**Run 1: sequential cells coloured by netlist name**

Drawn at 1 px/um. Other sequential cells in the stronger grey, the rest of the logic in the fainter grey.
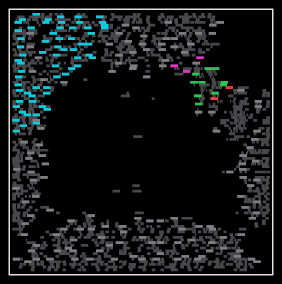
**Run 1: wiring by layer**

Drawn at 1.5 px/um.
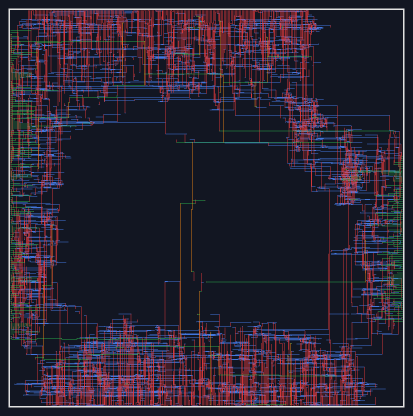
**Run 1: I/O nets highlighted**

Drawn at 2 px/um.
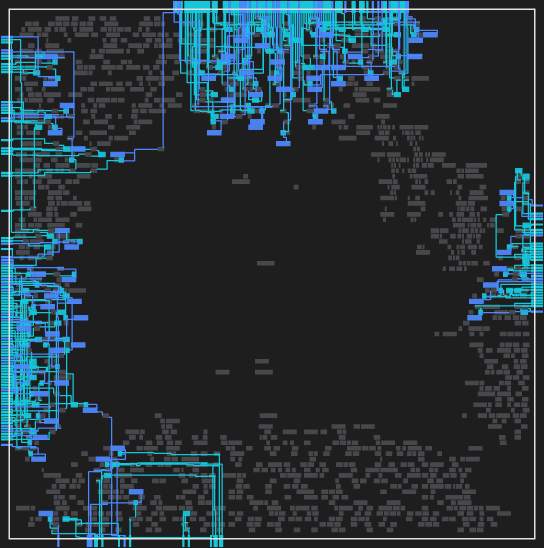
--- config.mk ---
export PLATFORM = sky130hd
export DESIGN_NAME = memory_bus_arbiter
export DESIGN_NICKNAME = d
export VERILOG_FILES = /design/src/rtl/mem_arb_pkg.sv /design/src/rtl/rr_priority_picker.sv /design/src/rtl/memory_bus_arbiter.sv
export SDC_FILE = /design/constraint.sdc
export NUM_CORES = 1
export LEC_CHECK = 0
export CORE_AREA = 2 2 260 262
export DETAILED_ROUTE_END_ITERATION = 16
export DIE_AREA = 0 0 262 264
export PLACE_DENSITY_LB_ADDON = 0.25
export SLEW_MARGIN = 20
export SYNTH_ARGS = -nofsm -noshare
export SYNTH_HDL_FRONTEND = slang
export SYNTH_SLANG_ARGS = --single-unit
--- constraint.sdc ---
create_clock -name clk -period 6 [get_ports clk]
set_clock_uncertainty 0.15 [all_clocks]
set_input_delay 1.2 -clock clk [delete_from_list [all_inputs] [get_ports clk]]
set_output_delay 1.2 -clock clk [all_outputs]
set_load 0.01 [all_outputs]
--- src/rtl/mem_arb_pkg.sv ---
// Shared types and constants for the core-side memory bus arbiter.
// The port-id width and named requester ids follow the default three-port configuration.
package mem_arb_pkg;

    localparam int NUM_PORTS_DEFAULT = 3;
    localparam int PORT_ID_WIDTH     = $clog2(NUM_PORTS_DEFAULT);

    typedef logic [PORT_ID_WIDTH-1:0] port_id_t;

    typedef enum logic [1:0] {
        IDLE,
        ISSUE,
        WAIT_RESP
    } arb_state_t;

    localparam port_id_t PORT_FETCH = port_id_t'(0);
    localparam port_id_t PORT_LOAD  = port_id_t'(1);
    localparam port_id_t PORT_STORE = port_id_t'(2);

endpackage

--- src/rtl/rr_priority_picker.sv ---
// Combinational round-robin picker: scans the request vector starting one past last_grant
// and returns the first requester as a one-hot grant plus its index.
module rr_priority_picker #(
    parameter int NUM_PORTS = 3,
    parameter int IDX_WIDTH = (NUM_PORTS > 1) ? $clog2(NUM_PORTS) : 1
) (
    input  logic [NUM_PORTS-1:0] req,
    input  logic [IDX_WIDTH-1:0] last_grant,
    output logic [NUM_PORTS-1:0] grant,
    output logic [IDX_WIDTH-1:0] grant_idx,
    output logic                 grant_valid
);

    logic [IDX_WIDTH-1:0] cand;

    // The most recent winner is visited last, so every waiting port gets a turn.
    always_comb begin
        grant       = '0;
        grant_idx   = '0;
        grant_valid = 1'b0;
        cand        = '0;
        for (int off = 1; off <= NUM_PORTS; off++) begin
            cand = IDX_WIDTH'((int'(last_grant) + off) % NUM_PORTS);
            if (!grant_valid && req[cand]) begin
                grant[cand] = 1'b1;
                grant_idx   = cand;
                grant_valid = 1'b1;
            end
        end
    end

endmodule

--- src/rtl/memory_bus_arbiter.sv ---
// Round-robin arbiter sharing one memory bus between fetch, load and store, one
// transaction at a time, with a watchdog that aborts a response that never arrives.
module memory_bus_arbiter
    import mem_arb_pkg::*;
#(
    parameter int NUM_PORTS      = NUM_PORTS_DEFAULT,
    parameter int ADDR_WIDTH     = 64,
    parameter int DATA_WIDTH     = 64,
    parameter int TIMEOUT_CYCLES = 1024
) (
    input  logic                            clk,
    input  logic                            reset,
    input  logic [NUM_PORTS-1:0]            req_valid,
    input  logic [NUM_PORTS-1:0]            req_write,
    input  logic [NUM_PORTS*ADDR_WIDTH-1:0] req_addr,
    input  logic [NUM_PORTS*DATA_WIDTH-1:0] req_wdata,
    output logic [NUM_PORTS-1:0]            req_ready,
    output logic [NUM_PORTS-1:0]            resp_valid,
    output logic [DATA_WIDTH-1:0]           resp_rdata,
    output logic                            mem_req_valid,
    input  logic                            mem_req_ready,
    output logic                            mem_req_write,
    output logic [ADDR_WIDTH-1:0]           mem_req_addr,
    output logic [DATA_WIDTH-1:0]           mem_req_wdata,
    input  logic                            mem_resp_valid,
    input  logic [DATA_WIDTH-1:0]           mem_resp_rdata,
    output logic                            timeout_error
);

    localparam int IDX_WIDTH = (NUM_PORTS > 1) ? $clog2(NUM_PORTS) : 1;
    localparam int CNT_WIDTH = $clog2(TIMEOUT_CYCLES);

    arb_state_t           state;
    logic [IDX_WIDTH-1:0] last_grant;
    logic [IDX_WIDTH-1:0] owner;
    logic [CNT_WIDTH-1:0] wd_count;

    logic [NUM_PORTS-1:0] grant;
    logic [IDX_WIDTH-1:0] grant_idx;
    logic                 grant_valid;

    logic [ADDR_WIDTH-1:0] addr_arr  [NUM_PORTS];
    logic [DATA_WIDTH-1:0] wdata_arr [NUM_PORTS];

    for (genvar i = 0; i < NUM_PORTS; i++) begin : g_unpack
        assign addr_arr[i]  = req_addr[i*ADDR_WIDTH +: ADDR_WIDTH];
        assign wdata_arr[i] = req_wdata[i*DATA_WIDTH +: DATA_WIDTH];
    end

    rr_priority_picker #(
        .NUM_PORTS (NUM_PORTS),
        .IDX_WIDTH (IDX_WIDTH)
    ) u_picker (
        .req         (req_valid),
        .last_grant  (last_grant),
        .grant       (grant),
        .grant_idx   (grant_idx),
        .grant_valid (grant_valid)
    );

    // A grant during reset would never be latched, so it must not be signalled either.
    assign req_ready = (state == IDLE && !reset) ? grant : '0;

    function automatic logic [NUM_PORTS-1:0] to_onehot(input logic [IDX_WIDTH-1:0] idx);
        logic [NUM_PORTS-1:0] vec;
        vec      = '0;
        vec[idx] = 1'b1;
        return vec;
    endfunction

    always_ff @(posedge clk) begin
        if (reset) begin
            state         <= IDLE;
            last_grant    <= IDX_WIDTH'(NUM_PORTS - 1);
            owner         <= '0;
            wd_count      <= '0;
            resp_valid    <= '0;
            resp_rdata    <= '0;
            mem_req_valid <= 1'b0;
            mem_req_write <= 1'b0;
            mem_req_addr  <= '0;
            mem_req_wdata <= '0;
            timeout_error <= 1'b0;
        end else begin
            resp_valid <= '0;
            resp_rdata <= '0;
            case (state)
                IDLE: begin
                    if (grant_valid) begin
                        owner         <= grant_idx;
                        last_grant    <= grant_idx;
                        mem_req_write <= req_write[grant_idx];
                        mem_req_addr  <= addr_arr[grant_idx];
                        mem_req_wdata <= wdata_arr[grant_idx];
                        mem_req_valid <= 1'b1;
                        state         <= ISSUE;
                    end
                end
                ISSUE: begin
                    if (mem_req_ready) begin
                        mem_req_valid <= 1'b0;
                        wd_count      <= '0;
                        state         <= WAIT_RESP;
                    end
                end
                WAIT_RESP: begin
                    wd_count <= wd_count + 1'b1;
                    // A response in the final watchdog cycle still counts as a normal completion.
                    if (mem_resp_valid) begin
                        resp_valid <= to_onehot(owner);
                        resp_rdata <= mem_req_write ? '0 : mem_resp_rdata;
                        state      <= IDLE;
                    end else if (wd_count == CNT_WIDTH'(TIMEOUT_CYCLES - 1)) begin
                        resp_valid    <= to_onehot(owner);
                        timeout_error <= 1'b1;
                        state         <= IDLE;
                    end
                end
                default: state <= IDLE;
            endcase
        end
    end

endmodule

==> impl_metrics.yaml, run 1 <==
# physical design summary
outcome:
  status: "complete, no violations"
worst_setup_path:
  r2r_start: "last_grant[0]"
  startpoint: "req_valid[2]"
  worstPathArrival_ps: 3540
  r2r_cells: 8
  worst_setup_path_start_kind: "primary input"
  cp.required_ps: 4650
  reg2reg_slack_ps: 2290
  crit_type: "in2out"
cells_and_area:
  clock_buffers: 45
  fin_nets: 1972
  comb_cells: 588
place:
  place_congestion: 0.831
  dpl_cell_area_um2: 16500
logic_synthesis:
  ys_ff: 213
  yosys_area_um2: 9150
  synth_cells: 894
  yosys.area.top_type: "dfxtp_1"
final_timing:
  period_needed_ps: 4890
  finalHoldViolations: 0
  relSlewSlack_pct: 37.5
cts:
  cts_buffers: 29
  clock_sinks: 213
  post_cts_buffers: 0
  clkLatencyLatePin_ps: 580
floorplan:
  rows: 95
global_route:
  overflow: 0
About 'sequential cells coloured by netlist name':
[red] state | flops: 2
[green] wd_count | flops: 10 | where: upper right
[cyan] resp_rdata | flops: 64 | where: upper left
[magenta] resp_valid | flops: 3

About 'wiring by layer':
[orange] met4 | wire length: 741 um
[blue] met1 | wire length: 18500 um
[green] met3 | wire length: 2960 um
[red] met2 | wire length: 23.4 mm
Tot GR Track Use: 12.4%
DRT Wirelength: 45600 um

About 'I/O nets highlighted':
[cyan] req_addr | bits: 192 | direction: input | edge: 80 top, 75 left, 25 right, 12 bottom | end cells: 128 | wire: 6250 um
[blue] mem_req_addr | bits: 64 | direction: output | edge: 29 top, 23 left, 7 right, 5 bottom | end cells: 64 | wire: 2980 um
I/O Buffers: 658
I/O pin count: 659

## run 1: state kept, by name, summed over array words and instances (netlist names)
| name | count |
|---|---|
| mem_req_addr | 64 |
| wd_count | 10 |
| resp_valid | 3 |
| state | 2 |
| timeout_error | 1 |
| mem_req_valid | 1 |
| owner | 1 |
| mem_req_wdata | 64 |
| mem_req_write | 1 |
| last_grant | 2 |
| resp_rdata | 64 |
## run 1: metrics by stage
stage,hold WS [ps],utilization (%)
after floorplan,289,-
after global placement,319,24.8
after detailed placement,322,24.8
after CTS,334,26.1
after global routing,357,26.1
final,335,26.1
## run 1: cell families (layout without fill, tap and decap cells)
kind of cell             after synthesis  count (layout)
AND-OR/OR-AND                        315             315
adder cells (fa/ha/maj)                5               5
buffers and inverters                 93             728
flip-flops                           213             213
multiplexers                         131             131
AND/OR/NAND/NOR                      137             137
## run 1: power by group
part | internal [mW] | leakage [nW] | switching (mW)
clock | 1.01 | 0.444 | 0.688
combinational | 2.34 | 4.00 | 2.45
sequential | 1.89 | 1.75 | 0.277
total | 5.25 | 6.20 | 3.42
## run 1: worst min-delay path by stage
stage                      startpoint             to  slack [ps]  cells past startpoint
after floorplan              owner[1]  resp_valid[0]         290                      1
after global placement    wd_count[7]    wd_count[7]         320                      1
after detailed placement  wd_count[7]    wd_count[7]         320                      1
after CTS                 wd_count[7]    wd_count[7]         330                      1
after global routing      wd_count[7]    wd_count[7]         360                      1
final                     wd_count[7]    wd_count[7]         330                      1
## run 1: critical path: stages
cell	delay, ps
clkdlybuf4s50_1	580
mux2i_1	330
nor2_2	140
nor3_4	340
nand3_1	160
a21oi_1	210
clkdlybuf4s50_1	570
## run 1: metal layers
metal | global-route usage [%] | routed length (um)
met3 | 2.87 | 2960
met2 | 22.8 | 23400
met5 | 0 | 0
met4 | 2.61 | 741
met1 | 14.5 | 18500
**Run 1: selected gate families**

Drawn at 1.5 px/um.
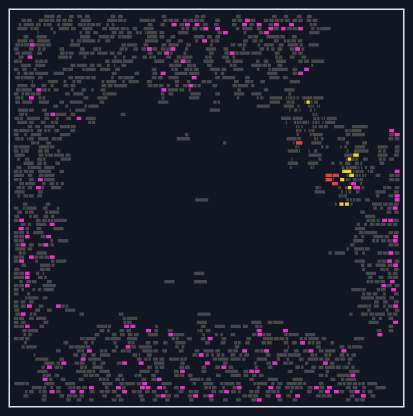

==> run 2, diff against run 1 <==
- CORE_AREA: 2 2 260 262 -> 2 2 259 261
- DIE_AREA: 0 0 262 264 -> 0 0 261 263
- clock period: 6 -> 4.1 ns (I/O delays scaled with it)
**Run 2: selected gate families**

Drawn at 1.5 px/um.
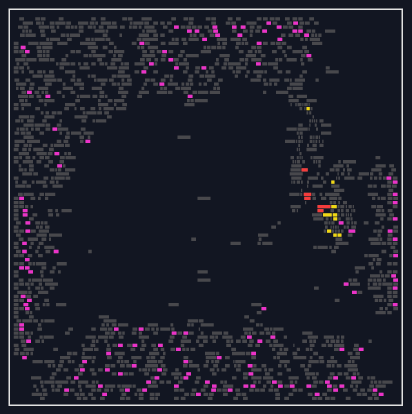
[red] adder and majority cells | cells: 5 | most used: ha_1 | where: middle right
[magenta] multiplexers | cells: 131 | most used: mux2i_1 | where: spread over the die
[yellow] AND-OR and OR-AND gates | cells: 9 | where: middle right

**Run 2: the clock network**

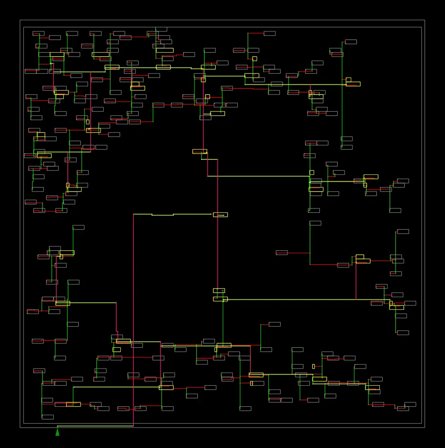
Flop Count: 213
clk_buf instances: 37
Clk. pwr: 2.56 mW
Clock Latency Late Sink: 580 ps

==> impl_metrics.yaml, run 2 <==
# physical design summary
global_route:
  grt_pass1_vias: 10100
  track_usage_pct: 12.9
  overflow: 0
cts:
  post_cts_buffers: 0
  cts_buffers: 29
  holdBufCountCts: 0
  ctsHtreeMaxLevel: 1
  clock_sinks: 213
power:
  p_int_mw: 7.88
  switching_share_pct: 39.2
  power.switching_mw: 5.08
  power_frac_comb_pct: 55.9
  power_frac_seq_pct: 24.4
floorplan:
  io_pins: 659
  rows: 94
  die_h_um: 263
  core_area_um2: 65600
worst_setup_path:
  cp.required_ps: 3130
  crit_type: "in2out"
  worstPathArrival_ps: 2840
  worst_setup_path_start_kind: "primary input"
  setup.worst_path.end_class: "output port"
final_timing:
  rsz0062_at_grt: "false"
  finalHoldViolations: 0
  relSlewSlack_pct: 31.9
  period_needed_ps: 3810
place:
  post-place-ws_ps: 173
  port_buffers: 658
  place_congestion: 0.829
outcome:
  status: "complete, no violations"
cells_and_area:
  top_regs: "mem_req_addr x64, mem_req_wdata x64, resp_rdata x64"
  fin_nets: 1985
  fin_util_pct: 26.8
  ff_latch_area_um2: 4260
logic_synthesis:
  ys_ff: 213
  yosysTopAreaCellShare_pct: 46.6
  yosys_area_um2: 9150
  yosys.area.top_type: "dfxtp_1"
  synth_nets: 1357
  ys_async_sr_fraction_pct: 0
  synth_cells: 894
route:
  routed_wl_um: 46100
  ant_nets: 0
flow_run:
  drv_cap: 0
-- run 2: cell counts after synthesis --
No cell type changed its count.
-- run 2: worst max-delay path, stage by stage --
cell and delay (ps):
clkdlybuf4s50_1 630, nand2_1 120, a21oi_1 200, a31oi_1 90
o21ai_0 180, nand2_1 70, a21oi_1 160, clkdlybuf4s50_1 560
-- run 2: logic make-up after synthesis --
logic type | synth area share [%]
compound gates | 23.7
fa+ha+maj | 0.684
buf+inv | 6.07
flops | 46.6
mux | 14.4
simple gates | 8.56
-- run 2: final timing paths --
path                endpoint  slack (ps)  cells after the start          start
max             req_ready[2]         290                      8   req_valid[1]
min reg2reg    resp_valid[1]         320                      1       owner[1]
min            resp_valid[1]         320                      1       owner[1]
max reg2reg  mem_req_addr[8]        1020                      9  last_grant[0]
-- run 2: through the flow --
step	instances	hold slack (ps)	instance area, um^2
6_report	2407	316	17600
5_1_grt	2407	334	17600
4_1_cts	2406	316	17600
3_5_place_dp	2355	314	16600
3_3_place_gp	2355	315	16600
2_1_floorplan	894	289	9150
-- run 2: power by group through the flow --
stage               logic, mW  registers (mW)  clock network [mW]
floorplan                4.12            3.45                   0
global placement         7.29            3.17                   0
detailed placement       7.30            3.19                   0
CTS                      7.33            3.16                2.68
global route             7.81            3.25                2.75
finish                   7.25            3.16                2.56
-- run 2: layer usage --
layer  share of wire (%)  vias to the layer above  GRT usage, %
met5                   0                        -             0
met4                 1.8                        0          3.10
met3                 6.7                       48          3.12
met2                  53                      340          23.8
met1                  39                     4591          14.7
li1                    -                     4672             -
-- run 2: area by class of cell --
type / instances / share of cell area, %
sequential: 213 / 24.3
antenna: 1 / 0.0142
multi-input combinational: 588 / 24.9
clock inverter: 14 / 0.847
clock buffer: 37 / 4.58
inverter: 5 / 0.107
tap: 864 / 6.15
timing repair buffer: 685 / 39.1
==> run 3, diff against run 2 <==
- REMOVE_ABC_BUFFERS: unset -> 1
**Run 3: the clock network**

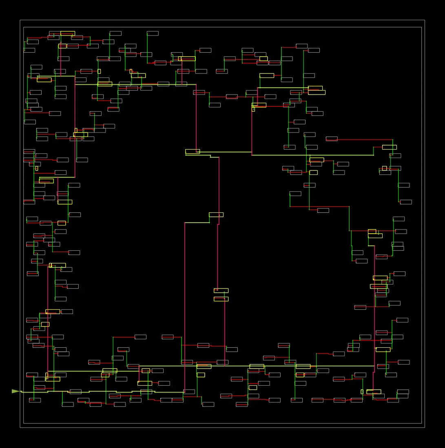
Clk. pwr: 2.60 mW
Clock Latency Late Sink: 550 ps
clk_buf instances: 46
TritonCTS Buffers: 28

**Run 3: sequential cells coloured by netlist name**

Drawn at 1 px/um. Other sequential cells in the stronger grey, the rest of the logic in the fainter grey.
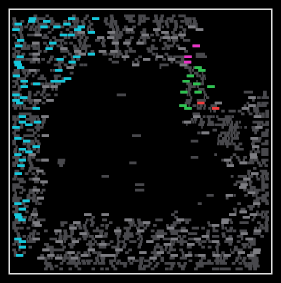
[red] state | flops: 2
[magenta] resp_valid | flops: 3
[cyan] resp_rdata | flops: 64 | where: a column on the left
[green] wd_count | flops: 10

==> impl_metrics.yaml, run 3 <==
# physical design summary
logic_synthesis:
  synth.cellmix.compoundShare_pct: 23.7
  yosys.area.top_type: "dfxtp_1"
  ys_ff: 213
  ys_async_sr_fraction_pct: 0
  ys_top_logic_family: "AND-OR/OR-AND gates"
  xor_share_pct: 0
  synth_cells: 894
  yosysTopAreaCellShare_pct: 46.6
final_timing:
  relSlewSlack_pct: 45.6
  rsz0062_at_grt: "false"
  finalHoldViolations: 0
cts:
  holdBufCountCts: 0
  post_cts_buffers: 0
  ctsHtreeMaxLevel: 1
worst_setup_path:
  reg2reg_to: "mem_req_wdata[27]"
  path_buffers: 2
  r2r_start: "last_grant[0]"
  worstPathArrival_ps: 2860
  worst_setup_path_start_kind: "primary input"
  cpMaxStageDelayCell: "clkdlybuf4s50_1"
  startpoint: "req_valid[0]"
outcome:
  status: "complete, no violations"
floorplan:
  io_pins: 659
  core_area_um2: 65600
route:
  routed_wl_um: 45500
cells_and_area:
  design_area_um2: 17700
worst_hold_path:
  whs_path_depth: 1
  hold_start: "wd_count[7]"
place:
  placedCellCount: 2359
-- run 3: per-layer routing --
layer / share of wire [%] / track usage [%]
met5: 0 / 0
met4: 2.8 / 4.05
met3: 7.1 / 3.15
met2: 50 / 22.4
met1: 40 / 14.5
-- run 3: power by group --
part,total (mW),internal [mW],switching [mW]
Clock,2.60,1.61,0.990
Sequential,3.16,2.77,0.393
Combinational,7.31,3.65,3.65
-- run 3: metrics by stage --
step,setup slack [ps],total power [mW],setup TNS (ps)
5_1_grt,50.5,13.9,0
6_report,269,13.1,0
4_1_cts,65.7,13.3,0
3_5_place_dp,175,10.6,0
3_3_place_gp,170,10.5,0
2_1_floorplan,-2430,6.28,-311430
-- run 3: layout make-up --
class	instances	share of cell area, %
clock inverter	6	0.466
clock buffer	46	5.08
antenna	3	0.0424
tap	864	6.10
inverter	5	0.106
sequential	213	24.1
timing repair buffer	689	39.4
multi-input combinational	588	24.7
-- run 3: how the worst max path moves through the flow --
| stage | cells after the start | endpoint | slack, ps |
|---|---|---|---|
| after CTS | 6 | req_ready[0] | 70 |
| after floorplan | 7 | mem_req_addr[0] | -2430 |
| after global placement | 8 | req_ready[0] | 170 |
| final | 7 | req_ready[1] | 270 |
| after detailed placement | 8 | req_ready[0] | 180 |
| after global routing | 9 | req_ready[2] | 50 |
-- run 3: logic make-up (layout without fill, tap and decap cells) --
kind of cell             Yosys count  after routing
buffers and inverters             93            746
AND-OR/OR-AND                    315            315
adder cells (fa/ha/maj)            5              5
other                              0              3
multiplexers                     131            131
AND/OR/NAND/NOR                  137            137
flip-flops                       213            213
-- run 3: repair_timing --
item                       4_1_cts  5_1_grt
setup endpoints to repair        1        2
pin swaps                        0        0
resized                          1        3
No activity file was given, so power comes from the tool's default toggle rates.
